--- src/rtl/rs2_sel_ctrl_pkg.sv ---
// rs2_sel_pkg: operand-B opclass/select encodings, controller state enum, base select helper
package rs2_sel_pkg;
  typedef enum logic [2:0] {
    OPC_NONE = 3'd0,
    OPC_RR   = 3'd1,
    OPC_LSJ  = 3'd2,
    OPC_AUI  = 3'd3,
    OPC_LS32 = 3'd4
  } opclass_e;
  localparam logic [2:0] SEL_RS2    = 3'b000;
  localparam logic [2:0] SEL_ALUOUT = 3'b001;
  localparam logic [2:0] SEL_LSJ    = 3'b010;
  localparam logic [2:0] SEL_AUI    = 3'b011;
  localparam logic [2:0] SEL_LS32   = 3'b100;
  typedef enum logic [1:0] {
    ST_RUN      = 2'd0,
    ST_LU_STALL = 2'd1,
    ST_MEM_WAIT = 2'd2
  } state_e;
  // reserved opclasses fall back to the register value
  function automatic logic [2:0] base_sel(input logic [2:0] opc);
    return opc == OPC_LSJ  ? SEL_LSJ :
           opc == OPC_AUI  ? SEL_AUI :
           opc == OPC_LS32 ? SEL_LS32 : SEL_RS2;
  endfunction
endpackage

--- src/rtl/rs2_sel_ctrl_hazard_cmp.sv ---
// rs2_hazard_cmp: RAW detection of an ID source register against the EX destination
// Ports: id_valid/id_uses_rs2/id_rs2 from ID; ex_valid/ex_rd_we/ex_is_load/ex_rd from EX tracking;
//        raw = EX writes the register ID reads (x0 excluded), raw_load = raw with a load in EX.
module rs2_hazard_cmp #(
  parameter int AW = 5
) (
  input  logic          id_valid,
  input  logic          id_uses_rs2,
  input  logic [AW-1:0] id_rs2,
  input  logic          ex_valid,
  input  logic          ex_rd_we,
  input  logic          ex_is_load,
  input  logic [AW-1:0] ex_rd,
  output logic          raw,
  output logic          raw_load
);
  assign raw      = id_valid & id_uses_rs2 & ex_valid & ex_rd_we & (ex_rd != '0) & (ex_rd == id_rs2);
  assign raw_load = raw & ex_is_load;
endmodule

--- src/rtl/rs2_sel_ctrl.sv ---
// rs2_sel_ctrl: EX-stage operand-B select sequencer with forwarding, load-use bubble and memory freeze
// Ports: clk, rst (sync, active-high); id_* decoded ID instruction fields; mem_ready (low freezes ID/EX);
//        rs2muxsel/ex_valid registered EX outputs; id_stall combinational ID hold; stall_cnt saturating.
// Build option: define RS2_FWD_EN to forward ALUOUT on RR hazards; otherwise every RR hazard bubbles.
module rs2_sel_ctrl
  import rs2_sel_pkg::*;
#(
  parameter int STALL_CNT_W = 16,
  parameter int XLEN_REGS   = 32
) (
  input  logic                           clk,
  input  logic                           rst,
  input  logic                           id_valid,
  input  logic [2:0]                     id_opclass,
  input  logic                           id_uses_rs2,
  input  logic [$clog2(XLEN_REGS)-1:0]   id_rs2,
  input  logic [$clog2(XLEN_REGS)-1:0]   id_rd,
  input  logic                           id_rd_we,
  input  logic                           id_is_load,
  input  logic                           mem_ready,
  output logic [2:0]                     rs2muxsel,
  output logic                           ex_valid,
  output logic                           id_stall,
  output logic [STALL_CNT_W-1:0]         stall_cnt
);
  localparam int AW = $clog2(XLEN_REGS);
  state_e state, state_nx, ret, ret_nx;
  logic [AW-1:0] ex_rd;
  logic ex_rd_we, ex_is_load, raw, raw_load, is_rr, lu_hz, fwd, adv, bubble;
  rs2_hazard_cmp #(.AW(AW)) u_cmp (
    .id_valid   (id_valid),
    .id_uses_rs2(id_uses_rs2),
    .id_rs2     (id_rs2),
    .ex_valid   (ex_valid),
    .ex_rd_we   (ex_rd_we),
    .ex_is_load (ex_is_load),
    .ex_rd      (ex_rd),
    .raw        (raw),
    .raw_load   (raw_load)
  );
  assign is_rr = id_opclass == OPC_RR;
`ifdef RS2_FWD_EN
  assign lu_hz = raw_load;
  assign fwd   = raw & is_rr;
`else
  assign lu_hz = raw_load | (raw & is_rr);
  assign fwd   = 1'b0;
`endif
  always_comb begin
    state_nx = state;
    ret_nx   = ret;
    adv      = 1'b0;
    bubble   = 1'b0;
    id_stall = 1'b0;
    case (state)
      ST_RUN: begin
        if (!mem_ready) begin
          state_nx = ST_MEM_WAIT;
          ret_nx   = ST_RUN;
          id_stall = 1'b1;
        end else if (lu_hz) begin
          state_nx = ST_LU_STALL;
          id_stall = 1'b1;
          bubble   = 1'b1;
        end else adv = 1'b1;
      end
      // EX already holds the bubble, so raw is clear here and the held instruction takes its base select
      ST_LU_STALL: begin
        state_nx = mem_ready ? ST_RUN : ST_MEM_WAIT;
        ret_nx   = mem_ready ? ret : ST_LU_STALL;
        adv      = mem_ready;
      end
      ST_MEM_WAIT: begin
        id_stall = 1'b1;
        state_nx = mem_ready ? ret : ST_MEM_WAIT;
      end
      default: state_nx = ST_RUN;
    endcase
    if (rst) id_stall = 1'b0;
  end
  always_ff @(posedge clk) begin
    if (rst) begin
      state      <= ST_RUN;
      ret        <= ST_RUN;
      rs2muxsel  <= SEL_RS2;
      ex_valid   <= 1'b0;
      ex_rd      <= '0;
      ex_rd_we   <= 1'b0;
      ex_is_load <= 1'b0;
      stall_cnt  <= '0;
    end else begin
      state <= state_nx;
      ret   <= ret_nx;
      if (adv) begin
        rs2muxsel  <= fwd ? SEL_ALUOUT : base_sel(id_opclass);
        ex_valid   <= id_valid;
        ex_rd      <= id_rd;
        ex_rd_we   <= id_rd_we;
        ex_is_load <= id_is_load;
      end else if (bubble) begin
        rs2muxsel  <= SEL_RS2;
        ex_valid   <= 1'b0;
        ex_rd_we   <= 1'b0;
        ex_is_load <= 1'b0;
      end
      if (id_stall && !(&stall_cnt)) stall_cnt <= stall_cnt + 1'b1;
    end
  end
endmodule

--- config.mk ---
export PLATFORM = sky130hd
export DESIGN_NAME = rs2_sel_ctrl
export DESIGN_NICKNAME = d
export VERILOG_FILES = /design/src/rtl/rs2_sel_ctrl_pkg.sv /design/src/rtl/rs2_sel_ctrl_hazard_cmp.sv /design/src/rtl/rs2_sel_ctrl.sv
export SDC_FILE = /design/constraint.sdc
export NUM_CORES = 1
export LEC_CHECK = 0
export CELL_PAD_IN_SITES_DETAIL_PLACEMENT = 1
export CELL_PAD_IN_SITES_GLOBAL_PLACEMENT = 1
export CORE_AREA = 8 8 74 83
export DETAILED_ROUTE_END_ITERATION = 7
export DIE_AREA = 0 0 82 91
export PLACE_DENSITY_LB_ADDON = 0.08
export SLEW_MARGIN = 20
export SYNTH_ARGS = -nofsm -noshare
export SYNTH_HDL_FRONTEND = slang
export SYNTH_HIERARCHICAL = 1
export SYNTH_SLANG_ARGS = --single-unit
--- constraint.sdc ---
create_clock -name clk -period 2.9 [get_ports clk]
set_input_delay 0.58 -clock clk [delete_from_list [all_inputs] [get_ports clk]]
set_output_delay 0.58 -clock clk [all_outputs]
set_load 0.1 [all_outputs]
Figure 1. Placed standard cells.
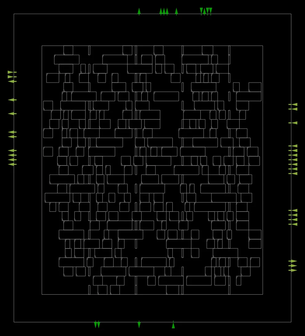
sequential cells: 30
tap cell count: 58
fillers: 585
Util after Layout: 46.7%
core area: 4800 um^2

Figure 2. A small window of the routed layout.
Region (16, 39) to (66, 89) um. Cells in gray, sequential cells in the stronger gray; small squares are vias.
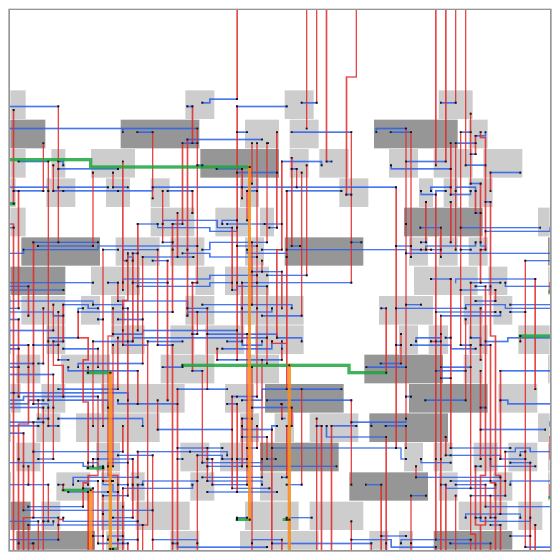
layer	color
metal 2	red
metal 4	orange
metal 3	green
metal 1	blue
netlist names of flops here include	stall_cnt (8), ex_rd (4)
sequential cells in the window	15
cells with their middle in the window	111
most frequent	dfxtp_1 (14), nand3_1 (13)

Figure 3. Supply network.
(4 px per um) Pins as bars on the die edge.
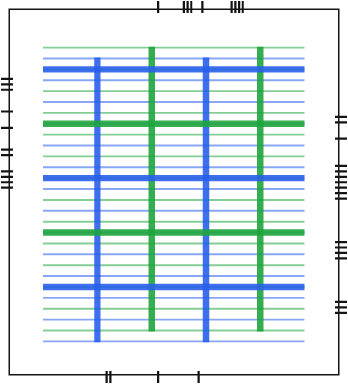
net	color
VDD	green
VSS	blue
met5 straps	5
rows	27
met4 straps	4
die outline width: 82 um
Die Y-Extent: 91 um
maximum VDD drop: 218 uV

Figure 4. Routed metal per tile.
(4 px per um) 16 x 18 tiles, from dark purple (low) to yellow (high), scaled to the fullest tile. Values are wire area over tile area, all layers added.
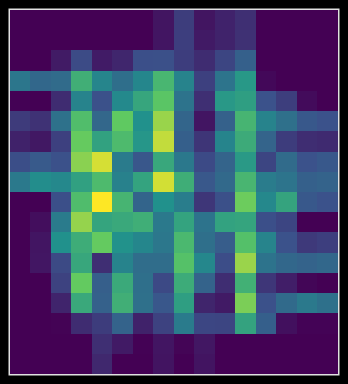
mean over tiles	0.12
densest ninth of the die	center
fullest tile	0.43
tiles over half the peak	21%
total wire length: 5440 um
GRT Resource Usage Total: 14.8%
overall via count from detail_route: 1679

Figure 5. Sizing map.
(3 px per um)
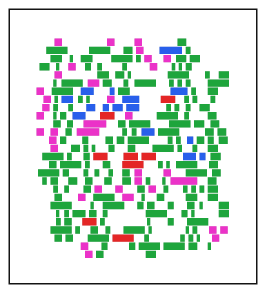
size	color	cells
_6 and larger	red	8
_0 and _1 cells	green	179
_3 and _4 cells	magenta	36
_2 cells	blue	15
area added between synthesis and finish: 39.8%
setup slack of the critical path after layout: 18.4 ps

[final cells by class]
type / count / area share (%)
clock buffers: 7 / 3.85
repair buffers: 52 / 20.4
well taps: 58 / 3.24
clock inverters: 1 / 0.223
flip-flops and latches: 30 / 26.8
multi-input cells: 143 / 44.6
inverters: 5 / 0.837
[routing by layer]
metal | wire, um | part of all wire, % | global-route usage [%]
met1 | 2150 | 39 | 15.2
met3 | 359 | 6.6 | 4.73
met4 | 95 | 1.7 | 5.28
met5 | 0 | 0 | 0
met2 | 2840 | 52 | 26.8
[power by group]
group	switching, mW	leakage [nW]	internal [mW]	total, mW
logic	0.102	0.519	0.0676	0.170
clock network	0.163	0.0482	0.191	0.355
registers	0.0149	0.244	0.425	0.439
total	0.281	0.811	0.683	0.964
==> reports/metrics.json <==
{
  "clkTransAtPathRegs_ps": 60,
  "post-cts-setup-buffers": 1,
  "hold_violations": 0,
  "clock_skew_ps": 5.46,
  "synth_top_area_share_pct": 37.4,
  "port_buffers": 40,
  "reg2reg_to": "stall_cnt[15]",
  "ys_types": 42,
  "synth.cell_area_um2": 1600,
  "grt_setup_unrepaired": "true",
  "worstHoldStart": "ex_rd_we",
  "count_of_non_filler_cells_in_the_finished_layout": 296,
  "timing.rr.start": "ex_rd[3]",
  "ys_ff": 30,
  "critical_path_buf_inv_count": 3,
  "combGateArea_um2": 1000,
  "cp_data_required_time_ps": 2320,
  "sequential_cell_area_um2": 602,
  "root_buffer": "clkbuf_8",
  "whs_ps": 456,
  "stdcell_area_um2": 2240,
  "setup-tns-final_ps": 0,
  "remaining_drc_errors": 0,
  "fp_util_pct": 33.4,
  "post_synth_fa_ha_maj_area_fraction_pct": 0.780,
  "fin_total_pwr_mw": 0.964,
  "run_status": "complete, no violations",
  "drtPass1Iterations": 4,
  "post_synth_main_area_contributors": "dfxtp_1 (37%), a21oi_1 (7.8%), nand3_1 (5.9%)",
  "r2r_slack_ps": 390,
  "ys_sh_xor_pct": 2.73,
  "most_common_cell": "dfxtp_1",
  "timing.critical_path.from": "id_rs2[2]",
  "synth-async-reset-ratio_pct": 0,
  "numCtsBuffers": 5,
  "largest_registers": "stall_cnt (16), ex_rd (5), rs2muxsel (3)",
  "post_drt_wl_per_cell_um": 18.4,
  "worstHoldPathCells": 2,
  "tritoncts": "yes",
  "flip_flop_count_of_the_largest_register_after_layout": 16,
  "die_area_um2": 7460,
  "detailed_place.area_um2": 2090,
  "placementRows": 27,
  "critical_path_stages": 9,
  "ys_seq_share_pct": 37.4,
  "max_cap_viol_count": 0,
  "grt_first_pass_wirelength_um": 8890,
  "grt_overflow_total": 0,
  "antenna_cells_inserted": 0,
  "initialDrtViolationCount": 39,
  "endpoint_class_of_the_critical_path": "output port",
  "syn-instance-count": 188,
  "stage_log_warnings": 27,
  "post_cts_resized": 8,
  "finalSetupViolCount": 0,
  "worstPathMaxFanout": 2,
  "cts.path.max_buffers": 2,
  "netlist_top_cells_count": "dfxtp_1 (30), a21oi_1 (25), nand3_1 (19)",
  "critPathTopFamily": "buffers and inverters",
  "yosys.area_share.simple_pct": 33.4,
  "detail_route.vias_per_cell": 5.67,
  "largest_area_cell": "dfxtp_1",
  "share_of_the_clock_period_used_by_the_worst_path_after_layout_pct": 99.4,
  "placed_cells": 287,
  "yosysChipArea_um2": 1600,
  "ioPinCount": 41,
  "max_slew.worst_pin.slew_ps": 762,
  "synth-edff-count": 0,
  "timing_max_transition_violations_final": 0,
  "most_flop_heavy_register": "stall_cnt",
  "fmax_mhz": 347,
  "final_layout_top_logic_cells": "buf_4 (31), dfxtp_1 (29), a21oi_1 (25), nand3_1 (19), clkdlybuf4s50_1 (14)",
  "cp_slowest_cell": "clkdlybuf4s50_1",
  "setup.worst_path.class": "in2out",
  "timing.critical_path.cells": "clkdlybuf4s50_1 > xor2_2 > nor2_2 > nor4bb_4 > buf_4 > nor3b_2 > a21o_1 > nor2_4 > buf_12",
  "dp_slack_ps": -199,
  "final.min_clock_period_ps": 2880,
  "cts_max_level": 2,
  "power_density_nw_per_um2": 430,
  "critical_path_arrival_ps": 2300,
  "first_global_vias": 1885,
  "initial_antenna_violation_count": 0,
  "num-nets-final": 258,
  "dp.final_hpwl_um": 4050,
  "max-slew-margin-rel_pct": 49.1,
  "cp-endpoint": "id_stall",
  "place_congestion": 0.842,
  "mux_share_pct": 2.11,
  "ant_nets": 0,
  "top_reg_cell_synth": "dfxtp_1",
  "synth.avg_cell_area_um2": 8.53
}
Power figures rest on the tool's default switching activity, not on a simulated workload.
